--- config.mk ---
export PLATFORM = sky130hd
export DESIGN_NAME = vec_load_collector
export DESIGN_NICKNAME = d
export VERILOG_FILES = /design/src/rtl/vec_load_collector.sv
export SDC_FILE = /design/constraint.sdc
export NUM_CORES = 1
export LEC_CHECK = 0
export CORE_ASPECT_RATIO = 1.4
export CORE_MARGIN = 8
export CORE_UTILIZATION = 50
export CTS_CLUSTER_SIZE = 40
export DETAILED_ROUTE_END_ITERATION = 6
export PLACE_DENSITY_LB_ADDON = 0.05
export SLEW_MARGIN = 20
export SYNTH_ARGS = -nofsm -noshare
export SYNTH_HDL_FRONTEND = slang
export SYNTH_SLANG_ARGS = --single-unit
--- constraint.sdc ---
create_clock -name clk -period 21.7 [get_ports clk]
set_clock_uncertainty 0.15 [all_clocks]
set_input_delay 4.34 -clock clk [delete_from_list [all_inputs] [get_ports clk]]
set_output_delay 4.34 -clock clk [all_outputs]
set_load 0.05 [all_outputs]
--- src/rtl/vec_load_collector.sv ---
// Vector-load collector: issues one strided scalar read per element and
// gathers the in-order responses into a vector for writeback.
module vec_load_collector #(
  parameter int DATA_W = 16,
  parameter int LANES  = 16,
  parameter int RD_W   = 5,
  parameter int ADDR_W = 16,
  parameter int MAX_OUT = 4,
  parameter int VLEN_W = $clog2(LANES + 1)
) (
  input  logic                    clk,
  input  logic                    rst,
  input  logic                    start,
  input  logic [RD_W-1:0]         rd_in,
  input  logic [ADDR_W-1:0]       base_addr,
  input  logic [ADDR_W-1:0]       stride,
  input  logic [VLEN_W-1:0]       vlen,
  input  logic                    reverse,
  output logic                    busy,
  output logic                    mem_req,
  output logic [ADDR_W-1:0]       mem_addr,
  input  logic                    mem_ready,
  input  logic                    mem_rvalid,
  input  logic [DATA_W-1:0]       mem_rdata,
  output logic                    wb_valid,
  input  logic                    wb_ready,
  output logic [RD_W-1:0]         wb_rd,
  output logic [LANES*DATA_W-1:0] wb_data
);

  localparam int OUT_W = $clog2(MAX_OUT + 1);
  localparam int LW    = (LANES > 1) ? $clog2(LANES) : 1;
  localparam int VW    = LANES * DATA_W;
  localparam logic [OUT_W-1:0]  MAX_O = OUT_W'(MAX_OUT);
  localparam logic [VLEN_W-1:0] VMAX  = VLEN_W'(LANES);

  typedef enum logic [1:0] {IDLE, ISSUE, DRAIN, WB} state_t;

  state_t            state, state_n;
  logic [VLEN_W-1:0] issue_cnt, issue_n;
  logic [VLEN_W-1:0] rcv_cnt, rcv_n;
  logic [VLEN_W-1:0] vlen_q, vlen_n, vclamp;
  logic [OUT_W-1:0]  outst, outst_n;
  logic [RD_W-1:0]   rd_q, rd_n, wb_rd_n;
  logic              rev_q, rev_n;
  logic [ADDR_W-1:0] stride_q, stride_n, addr_n;
  logic [VW-1:0]     acc, acc_n, wb_data_n;
  logic              req_n, wbv_n, busy_n;
  logic              fire, rsp;
  logic [LW-1:0]     lane;

  always_comb begin
    state_n   = state;
    issue_n   = issue_cnt;
    rcv_n     = rcv_cnt;
    vlen_n    = vlen_q;
    outst_n   = outst;
    rd_n      = rd_q;
    rev_n     = rev_q;
    stride_n  = stride_q;
    acc_n     = acc;
    addr_n    = mem_addr;
    req_n     = mem_req;
    wbv_n     = wb_valid;
    wb_rd_n   = wb_rd;
    wb_data_n = wb_data;
    vclamp = (vlen > VMAX) ? VMAX : vlen;
    fire   = mem_req && mem_ready;
    rsp    = mem_rvalid && (outst != '0)
          && (state == ISSUE || state == DRAIN);
    lane   = rev_q ? LW'(LANES - 1) - rcv_cnt[LW-1:0]
                   : rcv_cnt[LW-1:0];
    unique case (state)
      IDLE: begin
        if (start) begin
          rd_n     = rd_in;
          rev_n    = reverse;
          vlen_n   = vclamp;
          stride_n = stride;
          acc_n    = '0;
          issue_n  = '0;
          rcv_n    = '0;
          outst_n  = '0;
          if (vclamp == '0) begin
            state_n   = WB;
            wbv_n     = 1'b1;
            wb_data_n = '0;
            wb_rd_n   = rd_in;
          end else begin
            state_n = ISSUE;
            req_n   = 1'b1;
            addr_n  = base_addr;
          end
        end
      end
      ISSUE, DRAIN: begin
        if (fire) begin
          issue_n = issue_cnt + 1'b1;
          addr_n  = mem_addr + stride_q;
        end
        if (rsp) begin
          acc_n[lane*DATA_W +: DATA_W] = mem_rdata;
          rcv_n = rcv_cnt + 1'b1;
        end
        outst_n = outst + OUT_W'(fire) - OUT_W'(rsp);
        // completion wins; otherwise throttle on the outstanding limit
        if (rcv_n == vlen_q) begin
          state_n   = WB;
          req_n     = 1'b0;
          wbv_n     = 1'b1;
          wb_data_n = acc_n;
          wb_rd_n   = rd_q;
        end else if (issue_n == vlen_q) begin
          state_n = DRAIN;
          req_n   = 1'b0;
        end else begin
          req_n = (outst_n != MAX_O);
        end
      end
      WB: begin
        if (wb_ready) begin
          wbv_n   = 1'b0;
          state_n = IDLE;
        end
      end
      default: state_n = IDLE;
    endcase
    busy_n = (state_n != IDLE);
  end

  always_ff @(posedge clk or posedge rst) begin
    if (rst) begin
      state     <= IDLE;
      issue_cnt <= '0;
      rcv_cnt   <= '0;
      vlen_q    <= '0;
      outst     <= '0;
      rd_q      <= '0;
      rev_q     <= 1'b0;
      stride_q  <= '0;
      acc       <= '0;
      busy      <= 1'b0;
      mem_req   <= 1'b0;
      mem_addr  <= '0;
      wb_valid  <= 1'b0;
      wb_rd     <= '0;
      wb_data   <= '0;
    end else begin
      state     <= state_n;
      issue_cnt <= issue_n;
      rcv_cnt   <= rcv_n;
      vlen_q    <= vlen_n;
      outst     <= outst_n;
      rd_q      <= rd_n;
      rev_q     <= rev_n;
      stride_q  <= stride_n;
      acc       <= acc_n;
      busy      <= busy_n;
      mem_req   <= req_n;
      mem_addr  <= addr_n;
      wb_valid  <= wbv_n;
      wb_rd     <= wb_rd_n;
      wb_data   <= wb_data_n;
    end
  end

endmodule

**Run 1: nets reached from selected ports**

Scale bar: 50 um.
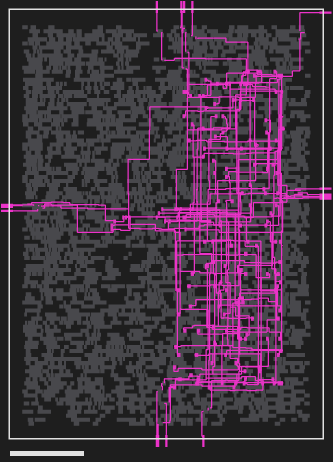
colour	port	direction	edge	end cells	buffers	wire
magenta	mem_rdata	input	5 east, 4 north, 4 south, 3 west	163	25	7610 um
PortBufs: 344
IO Pins: 345

**Run 1: signal wires on met1**

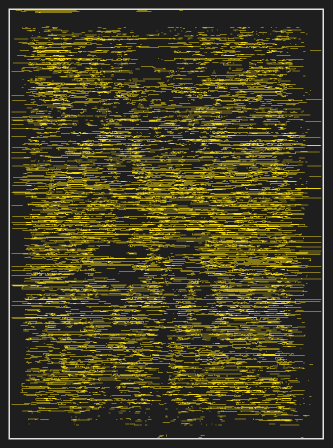
main direction	horizontal
longest straight run	49.7 um
routing usage on met1: 35.3%
DRT Wirelength: 83700 um
vias after detailed routing: 22000

**Run 1: clock network drawn from the DEF**

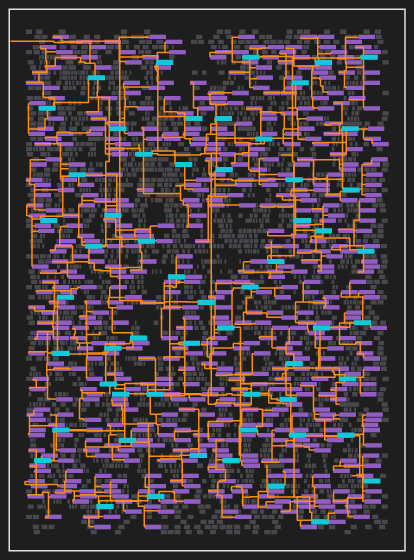
[purple] flip-flops | count: 578
[cyan] cells driving clock nets | count: 57
[orange] clock wires | length: 7320 um
flops lie	widely spread
routed clock nets	58
clk latency late pin: 0.61 ns
Clk network pwr share: 27.9%
Clk. pwr: 0.00103 W

run 1: cells in the mapped netlist (8+ instances only):
master / count
buf_1: 23
o21a_1: 33
a31oi_1: 8
nand2b_1: 14
clkbuf_1: 156
o31a_1: 8
nand4_1: 15
o21ai_0: 272
inv_1: 16
o31ai_1: 52
a21oi_1: 194
nor3_1: 27
a22o_1: 223
buf_2: 55
nand2_1: 430
xor2_1: 12
xnor2_1: 18
mux2_2: 27
and3_1: 33
nand3_1: 129
mux2i_1: 30
ha_1: 22
nor2_1: 62
dfrtp_1: 578
a21o_1: 129
run 1: logic make-up (layout without fill, tap and decap cells):
group	count (synthesis)	in the layout	synth area share, %
buffers and inverters	259	505	4.05
other	0	2	0
AND-OR/OR-AND	959	959	24.2
multiplexers	57	57	2.29
flip-flops	578	578	54.9
XOR/XNOR	30	30	0.997
AND/OR/NAND/NOR	746	746	12.4
adder cells (fa/ha/maj)	24	24	1.20
run 1: sequential cells by signal, indices dropped and copies added (netlist names):
register and cells:
acc 256, busy 1, issue_cnt 5, mem_addr 16
mem_req 1, outst 3, rcv_cnt 5, rd_q 5
rev_q 1, state 2, stride_q 16, vlen_q 5
wb_data 256, wb_rd 5, wb_valid 1
run 1: cell type report:
type | instances | area [um2] | area share (%)
diodes | 2 | 5.00 | 0.0156
inverters | 18 | 75.1 | 0.234
clock inverters | 21 | 251 | 0.783
flip-flops and latches | 578 | 14500 | 45.1
clock buffers | 83 | 1700 | 5.28
repair buffers | 383 | 3810 | 11.9
multi-input cells | 1816 | 10900 | 34.0
well taps | 707 | 885 | 2.76
run 1: how the worst max path moves through the flow:
stage | startpoint | end | slack [ns] | cells after the start
detailed placement | mem_rvalid | wb_data[216] | 13.11 | 9
floorplan | rst | acc[0] | 1.04 | 1
CTS | mem_rvalid | wb_data[80] | 13.75 | 9
global placement | mem_rvalid | wb_data[223] | 13.22 | 9
finish | mem_rvalid | wb_data[80] | 13.67 | 9
global route | mem_rvalid | wb_data[80] | 13.50 | 9
run 1: power by group:
part | total (W) | switching [W] | leakage (nW) | internal [W]
Sequential | 0.00122 | 0.0000674 | 7.97 | 0.00115
Clock | 0.00103 | 0.000433 | 0.973 | 0.000600
Combinational | 0.00145 | 0.00111 | 5.66 | 0.000346
run 1: cells in the final DEF, fill, tap and decap left out, drive strengths merged, types with 6 or more instances in the layout:
cell	netlist	final
dfrtp	578	578
a31oi	8	8
xnor2	18	18
and3	33	33
a21oi	195	195
nand3	129	129
nand2	430	430
xor2	12	12
or2	8	8
o22ai	7	7
ha	22	22
o31ai	52	52
mux2	27	27
clkdlybuf4s50	0	344
o21a	33	33
a21o	129	129
buf	85	39
nand2b	14	14
nor2	64	64
and2	6	6
inv	17	18
o21ai	276	276
o31a	8	8
clkinv	1	16
nand4	16	16
a22o	223	223
clkbuf	156	83
nor3	27	27
mux2i	30	30
run 1: metal layers:
layer	track usage [%]	routed length, um	part of all wire [%]
met1	35.3	34300	41
met2	44.7	40700	49
met3	4.89	5560	6.6
met4	10.4	3100	3.7
met5	0	0	0
==> metrics.yaml, run 1 <==
first_pass_iters: 7
worstPathMaxFanout: 78
drc: 1
grt_max_degree: 201
cts_hold_buf: 0
rows: 99
ys_area_um2: 26400
drt_iter0_drc: 1983
drive_gt1_share_pct: 6.62
core_area_um2: 52100
htreeDepth: 2
syn_area_um2: 26400
arrival_ns: 8.42
syn_to_final_growth_pct: 21.8
finalSetupViolations: 0
synth_cells: 2653
syn_avg_cell_area_um2: 9.93
chipHeight_um: 288
whs_ns: 0.328
outcome: "finished, violations left"
yosysSeqAreaShare_pct: 54.9
cts_root_buf: "clkbuf_16"
finalMaxSlewViolations: 0
holdPathEnd: "acc[151]"
grt_pass1_wl_um: 129000
violations: "DRC"
tightest_slew_ns: 1.13
cts_buffers: 57
final_util_pct: 61.6
fill_cells: 4332
worstReg2RegEnd: "wb_data[80]"
track_usage_pct: 27.1
top_cell_area_share_pct: 54.9
irDropWorstVdd_mv: 0.227
min_from: "acc[151]"
hold_class: "reg2reg"
fp_nets: 2742
max_stage_delay_ns: 0.87
hpwl_um: 53600
clk_path_buf_depth: 3
edf_count: 0
powerDensity_nw_per_um2: 115
die_area_um2: 60400
final_net_count: 2943
finalSetupTns_ns: 0
routed_via_density: 6.09
cts.sinks: 578
ys_warn_count: 0
gp_congestion: 0.838
tool_warnings: 42
**Run 1: where the registers sit**

Other sequential cells in the stronger grey, the rest of the logic in the fainter grey.
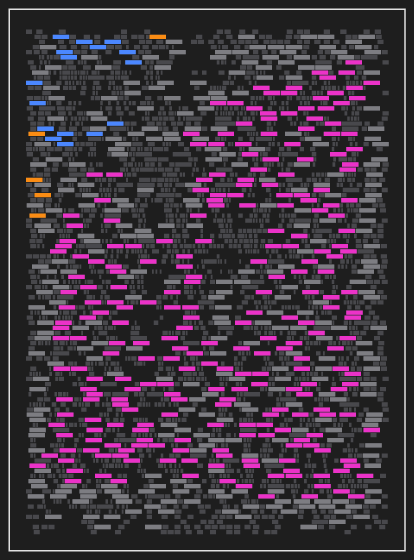

==> inputs of run 2 (changes only) <==
==> constraint.sdc (replaced) <==
create_clock -name clk -period 6.9 [get_ports clk]
set_clock_uncertainty 0.15 [all_clocks]
set_input_delay 1.38 -clock clk [delete_from_list [all_inputs] [get_ports clk]]
set_output_delay 1.38 -clock clk [all_outputs]
set_load 0.05 [all_outputs]
**Run 2: where the registers sit**

Other sequential cells in the stronger grey, the rest of the logic in the fainter grey.
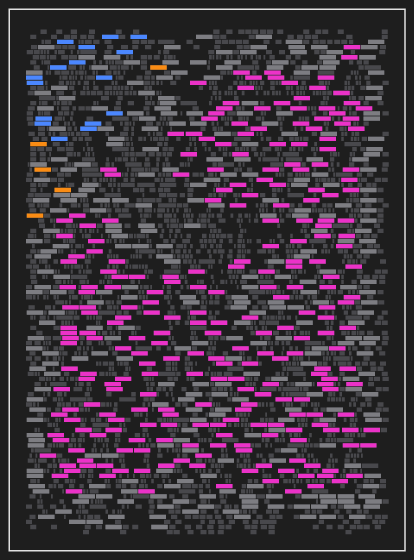
colour	name in the netlist	flops
orange	rd_q	5
magenta	acc	256
blue	stride_q	16
Core Util, Final: 61.4%
P_seq: 0.00384 W
Register Area: 14500 um2
flop share of the area: 45.2%

**Run 2: congestion heat map**

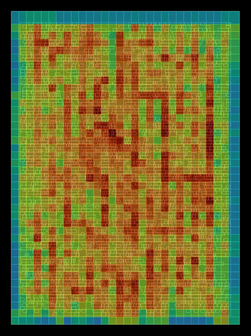
grt peak-use layer: met2
WL/cell: 23.4 um
met2 Use GR: 45.9%
GRT Util Overall: 27.6%
met3 usage: 5.44%

==> metrics.yaml, run 2 <==
outcome: "finished clean"
drc: 0  # -1
top_cell: "dfrtp_1"
worstPathMaxFanout: 26  # -67%
syn_avg_cell_area_um2: 9.93  # unchanged
yosysSeqAreaShare_pct: 54.9  # unchanged
required_ns: 7.29
combPwrFrac_pct: 40.1  # +0.9 points
fp_nets: 2742  # unchanged
tool_warnings: 40  # -4.8%
die_area_um2: 60400  # unchanged
hold_viol_final: 0
grt_util_met1_pct: 35.5  # +0.23 points
synth-async-reset-ratio_pct: 100
layout_top_cell: "dfrtp_1"
routed_wl_um: 84400  # +0.80%
first_pass_iters: 6  # -1
gp_congestion: 0.854  # +1.9%
ios: 345  # unchanged
max_stage_delay_ns: 0.87  # about the same
final_net_count: 2952  # +0.31%
min_period_over_period_pct: 67.1
lay_top_cells: "dfrtp_1 (578), nand2_1 (429), clkdlybuf4s50_1 (344)"
sw_frac_of_total_pct: 43.9  # +0.50 points
drive_gt1_share_pct: 6.68  # +0.057 points
edf_count: 0  # unchanged
finalMaxSlewViolations: 0  # unchanged
ys_area_um2: 26400  # unchanged
syn_to_final_growth_pct: 21.5
cts.sinks: 578  # unchanged
powerDensity_nw_per_um2: 360  # +210%
drt_iter0_drc: 1737  # -12%
hpwl_um: 54900  # +2.4%
top_cell_area_share_pct: 54.9  # unchanged
cts_root_buf: "clkbuf_16"
chipHeight_um: 288  # unchanged
synth_cells: 2653  # unchanged
grt_pass1_wl_um: 131000  # +1.6%
whs_ns: 0.326  # -0.00135 ns
htreeDepth: 2  # unchanged
cts_hold_buf: 0  # unchanged
finalSetupTns_ns: 0  # unchanged
ys_warn_count: 0  # unchanged
cts_buffers: 56  # -1.8%
hold_class: "reg2reg"
via_count: 22000  # -0.077%
syn_area_um2: 26400  # unchanged
irDropWorstVdd_mv: 0.440  # +94%
tightest_slew_ns: 1.18  # +0.0516 ns
routed_via_density: 6.08  # -0.19%
reg_top3: "acc (256), wb_data (256)"
power.switching_w: 0.00506  # +210%
p_seq_share_pct: 33.3  # +0.4 points
core_area_um2: 52100  # unchanged
internal-power_w: 0.00647  # +210%
fill_cells: 4332  # unchanged
io_buffer_count: 344  # unchanged
rows: 99  # unchanged
top_cells_by_count: "dfrtp_1 (578), nand2_1 (430), o21ai_0 (272), a22o_1 (223), a21oi_1 (194)"
finalSetupViolations: 0  # unchanged
clk_path_buf_depth: 3  # unchanged
grt_max_degree: 208  # +3.5%
**Run 2: clock network drawn from the DEF**

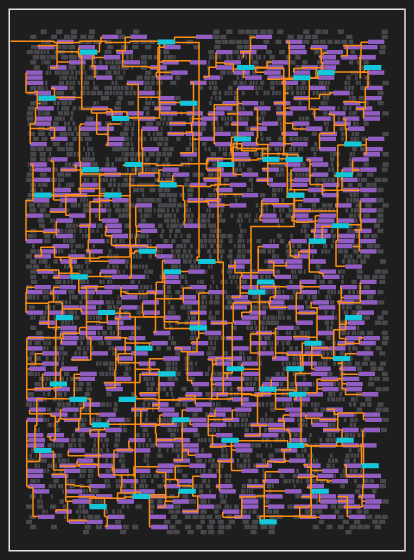
[purple] flip-flops | count: 578
[cyan] cells driving clock nets | count: 56
[orange] clock wires | length: 7210 um
flops lie	widely spread
Clk network pwr share: 26.6%
clk latency late pin: 0.62 ns

run 2: cell counts after synthesis:
Identical to the previous run, type by type.
run 2: critical path: cells and delay by family (launching register included):
| kind | cells | cell delay [ns] |
|---|---|---|
| DFF | 1 | 0.56 |
| buffers and inverters | 2 | 0.55 |
| AOI/OAI and AO/OA | 4 | 0.78 |
| and+or+nand+nor | 4 | 2.12 |
| adders and majority gates | 1 | 0.37 |
run 2: path summary, 6_finish.rpt:
| path | cells past startpoint | to | startpoint | slack [ns] |
|---|---|---|---|---|
| max | 11 | wb_data[202] | rcv_cnt[0] | 2.27 |
| min | 1 | acc[52] | acc[52] | 0.33 |
| max reg2reg | 11 | wb_data[202] | rcv_cnt[0] | 2.27 |
| min reg2reg | 1 | acc[52] | acc[52] | 0.33 |
| max in group asynchronous | 3 | stride_q[11] | rst | 3.97 |
| min in group asynchronous | 2 | acc[84] | rst | 1.17 |
run 2: power by group through the flow:
stage / sequential, W / combinational [W] / clock (W)
after global placement: 0.00388 / 0.00449 / 0
after CTS: 0.00384 / 0.00459 / 0.00312
after floorplan: 0.00414 / 0.00295 / 0
after detailed placement: 0.00389 / 0.00457 / 0
final: 0.00384 / 0.00463 / 0.00306
after global routing: 0.00387 / 0.00497 / 0.00326
run 2: through the flow:
| step | area, um2 | std cells | util [%] |
|---|---|---|---|
| finish | 32000 | 3612 | 61.4 |
| global route | 32000 | 3611 | 61.4 |
| CTS | 32000 | 3611 | 61.4 |
| detailed placement | 30200 | 3512 | 57.9 |
| global placement | 30200 | 3512 | 57.9 |
| floorplan | 26400 | 2653 | - |
run 2: layout make-up:
cell class                 count  area, um2  share of cell area [%]
tap                          707        885                    2.76
timing repair buffer         393       3870                    12.1
clock buffer                  86       1720                    5.36
clock inverter                13        105                   0.328
sequential                   578      14500                    45.2
multi-input combinational   1816      10900                    34.1
inverter                      18       71.3                   0.223
antenna                        1       2.50                 0.00781
run 2: layer usage:
metal	up-vias	wire, um
met3	188	6390
li1	9912	-
met5	-	0
met4	0	3330
met2	888	41100
met1	11000	33500
run 2: cells by family (layout without fill, tap and decap cells):
| group | Yosys count | in the layout | share of synthesized area (%) |
|---|---|---|---|
| AND-OR/OR-AND | 959 | 959 | 24.2 |
| XOR/XNOR | 30 | 30 | 0.997 |
| adder cells (fa/ha/maj) | 24 | 24 | 1.20 |
| buffers and inverters | 259 | 510 | 4.05 |
| flip-flops | 578 | 578 | 54.9 |
| multiplexers | 57 | 57 | 2.29 |
| other | 0 | 1 | 0 |
| AND/OR/NAND/NOR | 746 | 746 | 12.4 |
Power and IR drop assume default switching activity.
